**Run 1: clock distribution**

Scale bar: 20 um.
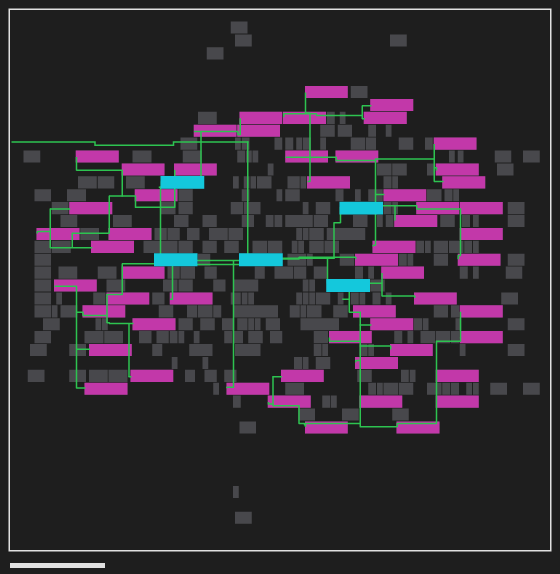
**Run 1: signal wires by layer**

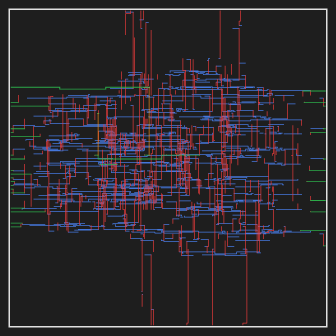
**Run 1: track usage over the die**

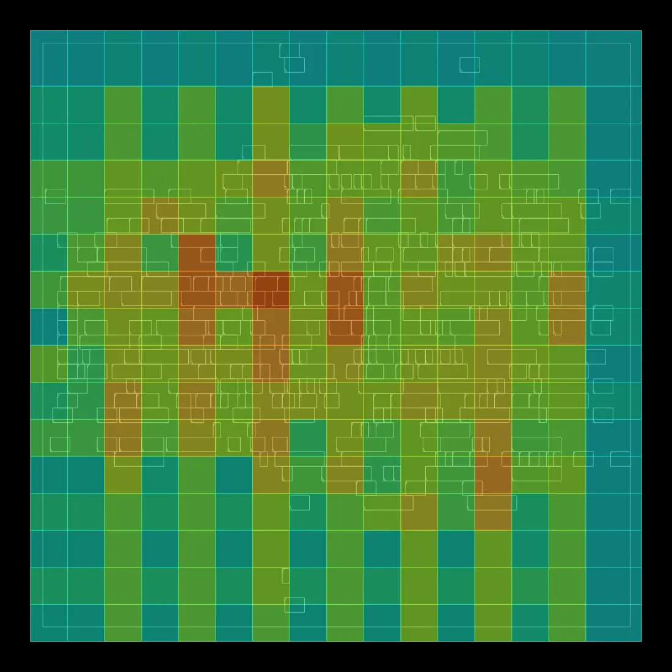
$ cat config.mk
export PLATFORM = sky130hd
export DESIGN_NAME = oka_9bit_seq_ctrl
export DESIGN_NICKNAME = d
export VERILOG_FILES = /design/src/rtl/oka_9bit_seq_ctrl.sv
export SDC_FILE = /design/constraint.sdc
export NUM_CORES = 1
export LEC_CHECK = 0
export CORE_MARGIN = 2
export CORE_UTILIZATION = 24
export DETAILED_ROUTE_END_ITERATION = 12
export SLEW_MARGIN = 20
export SYNTH_ARGS = -nofsm -noshare
export SYNTH_HDL_FRONTEND = slang
export SYNTH_SLANG_ARGS = --single-unit
$ cat constraint.sdc
create_clock -name clk -period 3.16 [get_ports clk]
set_input_delay 0.474 -clock clk [delete_from_list [all_inputs] [get_ports clk]]
set_output_delay 0.474 -clock clk [all_outputs]
set_load 0.03 [all_outputs]
$ cat src/rtl/oka_9bit_seq_ctrl.sv
// Sequential 9x9 carry-less multiplier: one shared 5x5 sub-multiplier over three cycles.
// Optional macro OKA_SEQ_OPCOUNT_EN adds the op_count output.
module oka_9bit_seq_ctrl #(
  parameter int N = 9
) (
  input  logic           clk,
  input  logic           rst,
  input  logic           in_valid,
  output logic           in_ready,
  input  logic [N-1:0]   a,
  input  logic [N-1:0]   b,
  output logic           out_valid,
  input  logic           out_ready,
  output logic [2*N-2:0] y,
`ifdef OKA_SEQ_OPCOUNT_EN
  output logic [15:0]    op_count,
`endif
  output logic           busy
);

  // state | meaning
  // IDLE  | waiting for an operand pair (in_ready high)
  // MUL_E | even-part product pe = ae*be
  // MUL_O | odd-part product po = ao*bo
  // MUL_M | middle product, recombination into y
  // DONE  | y presented until out_ready
  typedef enum logic [2:0] {IDLE, MUL_E, MUL_O, MUL_M, DONE} state_t;

  state_t         state_q, state_d;
  logic [N-1:0]   a_q, a_d, b_q, b_d;
  logic [8:0]     pe_q, pe_d, po_q, po_d;
  logic [2*N-2:0] y_q, y_d;
  logic [4:0]     ae, ao, be, bo, sub_x, sub_z;
  logic [8:0]     sub_p;

  function automatic logic [4:0] clmul3(input logic [2:0] x, input logic [2:0] z);
    logic [4:0] r;
    r = '0;
    for (int i = 0; i < 3; i++)
      if (z[i]) r = r ^ ({2'b00, x} << i);
    return r;
  endfunction

  // Interleave zeros between coefficients: p(x) -> p(x^2).
  function automatic logic [8:0] spread5(input logic [4:0] p);
    logic [8:0] r;
    r = '0;
    for (int i = 0; i < 5; i++) r[2*i] = p[i];
    return r;
  endfunction

  function automatic logic [16:0] spread9(input logic [8:0] p);
    logic [16:0] r;
    r = '0;
    for (int i = 0; i < 9; i++) r[2*i] = p[i];
    return r;
  endfunction

  // The 5x5 sub-multiplier is itself an overlap-free Karatsuba split over 3x3 products.
  function automatic logic [8:0] clmul5(input logic [4:0] x, input logic [4:0] z);
    logic [2:0] xe, xo, ze, zo;
    logic [4:0] qe, qo, qm;
    xe = {x[4], x[2], x[0]};
    xo = {1'b0, x[3], x[1]};
    ze = {z[4], z[2], z[0]};
    zo = {1'b0, z[3], z[1]};
    qe = clmul3(xe, ze);
    qo = clmul3(xo, zo);
    qm = clmul3(xe ^ xo, ze ^ zo);
    return spread5(qe) ^ (spread5(qo) << 2) ^ (spread5(qm ^ qe ^ qo) << 1);
  endfunction

  assign ae    = {a_q[8], a_q[6], a_q[4], a_q[2], a_q[0]};
  assign ao    = {1'b0,   a_q[7], a_q[5], a_q[3], a_q[1]};
  assign be    = {b_q[8], b_q[6], b_q[4], b_q[2], b_q[0]};
  assign bo    = {1'b0,   b_q[7], b_q[5], b_q[3], b_q[1]};
  assign sub_p = clmul5(sub_x, sub_z);

  always_ff @(posedge clk or posedge rst) begin
    if (rst) state_q <= IDLE;
    else     state_q <= state_d;
  end

  always_comb begin
    state_d = state_q;
    case (state_q)
      IDLE:    if (in_valid) state_d = MUL_E;
      MUL_E:   state_d = MUL_O;
      MUL_O:   state_d = MUL_M;
      MUL_M:   state_d = DONE;
      DONE:    if (out_ready) state_d = IDLE;
      default: state_d = IDLE;
    endcase
  end

  always_comb begin
    in_ready  = (state_q == IDLE) && !rst;
    out_valid = (state_q == DONE);
    busy      = (state_q != IDLE);
    sub_x     = ae ^ ao;
    sub_z     = be ^ bo;
    case (state_q)
      MUL_E: begin sub_x = ae; sub_z = be; end
      MUL_O: begin sub_x = ao; sub_z = bo; end
      default: ;
    endcase
  end

  always_comb begin
    a_d  = a_q;
    b_d  = b_q;
    pe_d = pe_q;
    po_d = po_q;
    y_d  = y_q;
    case (state_q)
      IDLE:  if (in_valid) begin a_d = a; b_d = b; end
      MUL_E: pe_d = sub_p;
      MUL_O: po_d = sub_p;
      MUL_M: y_d  = spread9(pe_q) ^ (spread9(po_q) << 2) ^ (spread9(sub_p ^ pe_q ^ po_q) << 1);
      default: ;
    endcase
  end

  always_ff @(posedge clk or posedge rst) begin
    if (rst) begin
      a_q  <= '0;
      b_q  <= '0;
      pe_q <= '0;
      po_q <= '0;
      y_q  <= '0;
    end else begin
      a_q  <= a_d;
      b_q  <= b_d;
      pe_q <= pe_d;
      po_q <= po_d;
      y_q  <= y_d;
    end
  end

  assign y = y_q;

`ifdef OKA_SEQ_OPCOUNT_EN
  logic [15:0] op_cnt_q, op_cnt_d;

  always_comb begin
    op_cnt_d = op_cnt_q;
    if (out_valid && out_ready) op_cnt_d = op_cnt_q + 16'd1;
  end

  always_ff @(posedge clk or posedge rst) begin
    if (rst) op_cnt_q <= '0;
    else     op_cnt_q <= op_cnt_d;
  end

  assign op_count = op_cnt_q;
`endif

endmodule

==> flow_summary_export.csv, run 1 <==
group,metric,value,unit
final_timing,fin_skew,0.00758,ns
finish,finish.net_count,342,
clock_tree,cts_buffers,5,
clock_tree,clock_latency_reported_for_the_late_side_of_the_worst_skew_pair,0.29,ns
clock_tree,cts-htree-levels,2,
clock_tree,post_cts.repair.setup_buffers,0,
final_timing,grt_setup_unrepaired,"no",
hold_path,hold_path.startpoint,"y[10]$_DFFE_PP0N_",
finish,ff_latch_area,0.00138,mm2
worst_setup_path,timing.critical_path.from_type,"register",
global_route,grt_antenna_before_repair,0,
final_timing,worstMarginPinSlew,0.648,ns
global_route,grt_pass1_wl,10200,um
synthesis,synth.distinct_cells,39,
worst_setup_path,critPathLaunch,"state_q[0]$_DFFE_PP0P_",
synthesis,yosysTopAreaCellShare,47.5,%
routing,met3_wirelength,232,um
routing,finalWirelength,5900,um
worst_setup_path,crit_type,"reg -> reg",
worst_setup_path,cp_top_family,"AND-OR/OR-AND gates",
final_timing,final_hold_violating_endpoints,0,
final_timing,fmax,0.356,GHz
worst_setup_path,cp_cell_sequence,"nand2b_1 > o22a_1 > o221ai_1 > nor2_1 > xor2_1 > xnor2_1 > xnor3_1 > o21ai_1",
final_timing,worst_slew_margin_rel,56.8,%
final_timing,maxSlewViolCount,0,
outcome,run_status,"finished clean",
synthesis,syn_avg_cell_area,10.3,um2
worst_setup_path,crit-reg2reg-launch,"state_q[0]$_DFFE_PP0P_",
clock_tree,tritoncts,"done",
synthesis,yosysSeqAreaShare,47.5,%
worst_setup_path,timing.critical_path.to,"y[11]$_DFFE_PP0N_",
worst_setup_path,timing.critical_path.required,3.37,ns
synthesis,synth.ff_latch_count,55,
worst_setup_path,crit-reg2reg-capture,"y[11]$_DFFE_PP0N_",
floorplanning,fp_util,24.3,%
floorplanning,placementRows,40,
final_timing,final.hold.worst_slack,0.479,ns
worst_setup_path,ff2ff_path_depth,8,
worst_setup_path,timing.critical_path.slowest_stage_cell,"sky130_fd_sc_hd__o221ai_1",
synthesis,yosysMostFrequentCell,"sky130_fd_sc_hd__dfrtp_1",
clock_tree,clkSinkCount,55,
-- 'clock distribution' (at the start) --
cells driving clock nets -> cyan  # count 5
clock wires -> green  # length 701 um
flip-flops -> magenta  # count 55
routed clock nets = 6

-- 'signal wires by layer' (at the start) --
met1 -> blue  # wire length 3060 um
met3 -> green  # wire length 233 um
met4 -> orange  # wire length 39.4 um
met2 -> red  # wire length 2570 um
GRT Total Usage: 9.73%
via total after detailed routing: 2046
Routed wire per std cell: 12.6 um

-- 'track usage over the die' (at the start) --
met1 global-route usage: 14.2%
core occupancy in the finished layout: 30.4%

run 1: layout by cell type, fill, tap and decap left out, types with 4 or more instances in the layout:
| cell type | instances |
|---|---|
| sky130_fd_sc_hd__buf_4 | 5 |
| sky130_fd_sc_hd__clkbuf_16 | 5 |
| sky130_fd_sc_hd__clkdlybuf4s50_1 | 41 |
| sky130_fd_sc_hd__dfrtp_1 | 55 |
| sky130_fd_sc_hd__inv_1 | 4 |
| sky130_fd_sc_hd__mux2_2 | 18 |
| sky130_fd_sc_hd__nand2_1 | 41 |
| sky130_fd_sc_hd__nor2_1 | 20 |
| sky130_fd_sc_hd__o211ai_1 | 7 |
| sky130_fd_sc_hd__o21ai_0 | 33 |
| sky130_fd_sc_hd__o221ai_1 | 6 |
| sky130_fd_sc_hd__o22a_1 | 5 |
| sky130_fd_sc_hd__xnor2_1 | 30 |
| sky130_fd_sc_hd__xor2_1 | 9 |
run 1: layout make-up:
type / count / share of cell area, %
Multi-Input combinational cell: 206 / 39.4
Tap cell: 147 / 5.08
Sequential cell: 55 / 38.0
Clock inverter: 2 / 0.484
Clock buffer: 6 / 3.56
Timing Repair Buffer: 47 / 12.9
Inverter: 5 / 0.518
run 1: kinds of logic after synthesis:
family | Yosys count | synth area share [%]
XOR/XNOR | 42 | 13.9
AND/OR/NAND/NOR | 79 | 12.4
multiplexers | 18 | 7.00
AND-OR/OR-AND | 67 | 16.0
buffers and inverters | 19 | 3.24
flip-flops | 55 | 47.5
run 1: routing by layer:
| layer | global-route usage [%] | vias up |
|---|---|---|
| li1 | - | 1054 |
| met1 | 14.2 | 950 |
| met2 | 14.7 | 38 |
| met3 | 2.34 | 4 |
| met4 | 2.20 | 0 |
| met5 | 0 | - |
==> inputs of run 2 (changes only) <==
Clock period 3.16 ns to 2.96 ns, I/O delays scaled along.
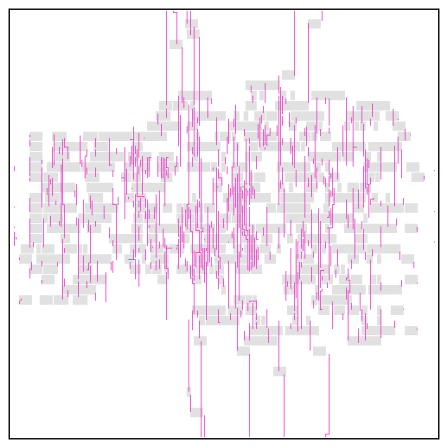
**Above:** run 2 (metal 2).
longest straight run = 28.9 um
wire length on this layer = 2530 um
share of all routed wire = 43%

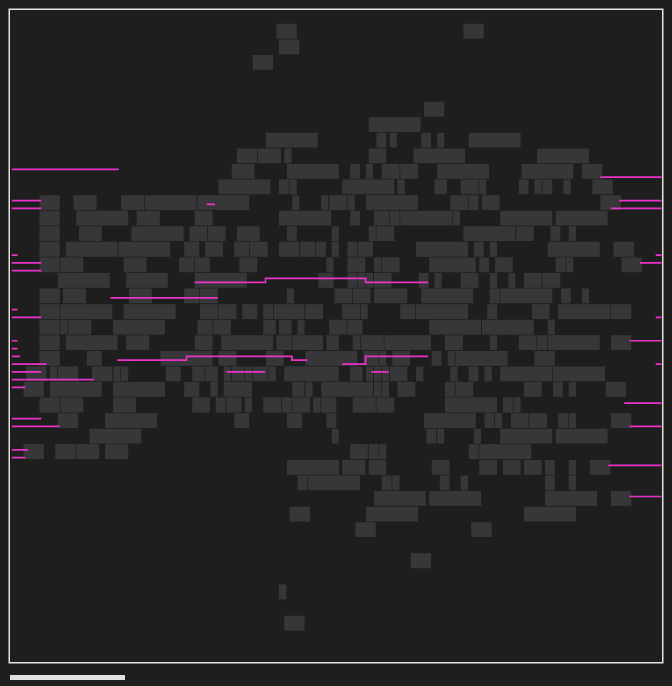
**Above:** run 2 (signal wires on met3).
Scale bar: 20 um.
share of all routed wire = 4.7%
main direction = horizontal
wire length on this layer = 274 um

==> run 2 against run 1 <==
Via count up 1.8%. Final cell count rose by 0.64%. Die area unchanged. Critical path depth unchanged. Sequential share of layout area down 0.22 points. Flip-flop count stayed put. Cell area rose by 0.59%. Clock skew is 0.0017 ns lower. Highest routed layer unchanged.
==> flow_summary_export.csv, run 2 <==
group,metric,value,unit
clock_tree,clkSinkCount,55,
synthesis,yosysMostFrequentCell,"sky130_fd_sc_hd__dfrtp_1",
global_route,grt_use_total,9.74,%
clock_tree,post_cts.repair.setup_buffers,0,
synthesis,yosysTopAreaCellShare,47.5,%
global_route,grt_antenna_before_repair,0,
clock_tree,cts-htree-levels,2,
finish,finish.net_count,345,
worst_setup_path,critPathLaunch,"state_q[0]$_DFFE_PP0P_",
outcome,run_status,"finished clean",
final_timing,final.hold.worst_slack,0.478,ns
finish,mostFrequentLayoutCells,"55 x sky130_fd_sc_hd__dfrtp_1, 41 x sky130_fd_sc_hd__nand2_1, 41 x sky130_fd_sc_hd__clkdlybuf4s50_1",
worst_setup_path,crit-reg2reg-launch,"state_q[0]$_DFFE_PP0P_",
synthesis,syn_avg_cell_area,10.3,um2
final_timing,maxSlewViolCount,0,
floorplanning,placementRows,40,
final_timing,final_hold_violating_endpoints,0,
finish,lay_top_count,"sky130_fd_sc_hd__dfrtp_1",
final_timing,fin_skew,0.00592,ns
clock_tree,cts_buffers,5,
synthesis,yosysSeqAreaShare,47.5,%
worst_setup_path,cp_cell_sequence,"nand2b_1 > o22a_1 > o221ai_1 > xor2_1 > nand3_1 > xnor2_2 > xnor3_1 > o21ai_1",
final_timing,worstMarginPinSlew,0.659,ns
final_timing,worst_slew_margin_rel,56.1,%
hold_path,hold_path.startpoint,"y[6]$_DFFE_PP0N_",
worst_setup_path,crit_type,"reg -> reg",
synthesis,synth.distinct_cells,39,
floorplanning,fp_util,24.3,%
global_route,grt_pass1_wl,10200,um
final_timing,grt_setup_unrepaired,"no",
worst_setup_path,timing.critical_path.slowest_stage_cell,"sky130_fd_sc_hd__dfrtp_1",
worst_setup_path,ff2ff_path_depth,8,
worst_setup_path,timing.critical_path.required,3.18,ns
worst_setup_path,cp_top_family,"AND-OR/OR-AND gates",
==> run 2: cell count changes in the layout (fill, tap and decap cells not counted) <==
cell / delta
sky130_fd_sc_hd__clkinvlp_4: +1
sky130_fd_sc_hd__inv_6: +1
sky130_fd_sc_hd__buf_4: +3
sky130_fd_sc_hd__clkinv_4: -2
==> run 2: kinds of logic after synthesis <==
family | Yosys count | share of synthesized area (%)
compound gates | 67 | 16.0
xor+xnor | 42 | 13.9
buf+inv | 19 | 3.24
flops | 55 | 47.5
mux | 18 | 7.00
simple gates | 79 | 12.4
==> run 2: stage by stage <==
step,utilization [%],cell area (um2),setup slack [ns]
5_1_grt,30.6,3640,0.0350
2_1_floorplan,-,2900,0.578
4_1_cts,30.6,3640,0.211
6_report,30.6,3640,0.255
3_5_place_dp,29.3,3500,0.232
3_3_place_gp,29.3,3500,0.358
==> run 2: per-layer routing <==
layer  up-vias  track usage (%)
met5         -                0
met4         0             2.20
met3         4             2.60
met2        43             14.9
met1       980             13.8
li1       1055                -
==> run 2: area by class of cell <==
cell class | instances | area (um2)
clock buffers | 6 | 129
multi-input cells | 206 | 1430
fillers | 1249 | 8270
flip-flops and latches | 55 | 1380
well taps | 147 | 184
inverters | 5 | 18.8
repair buffers | 50 | 490
clock inverters | 2 | 16.3
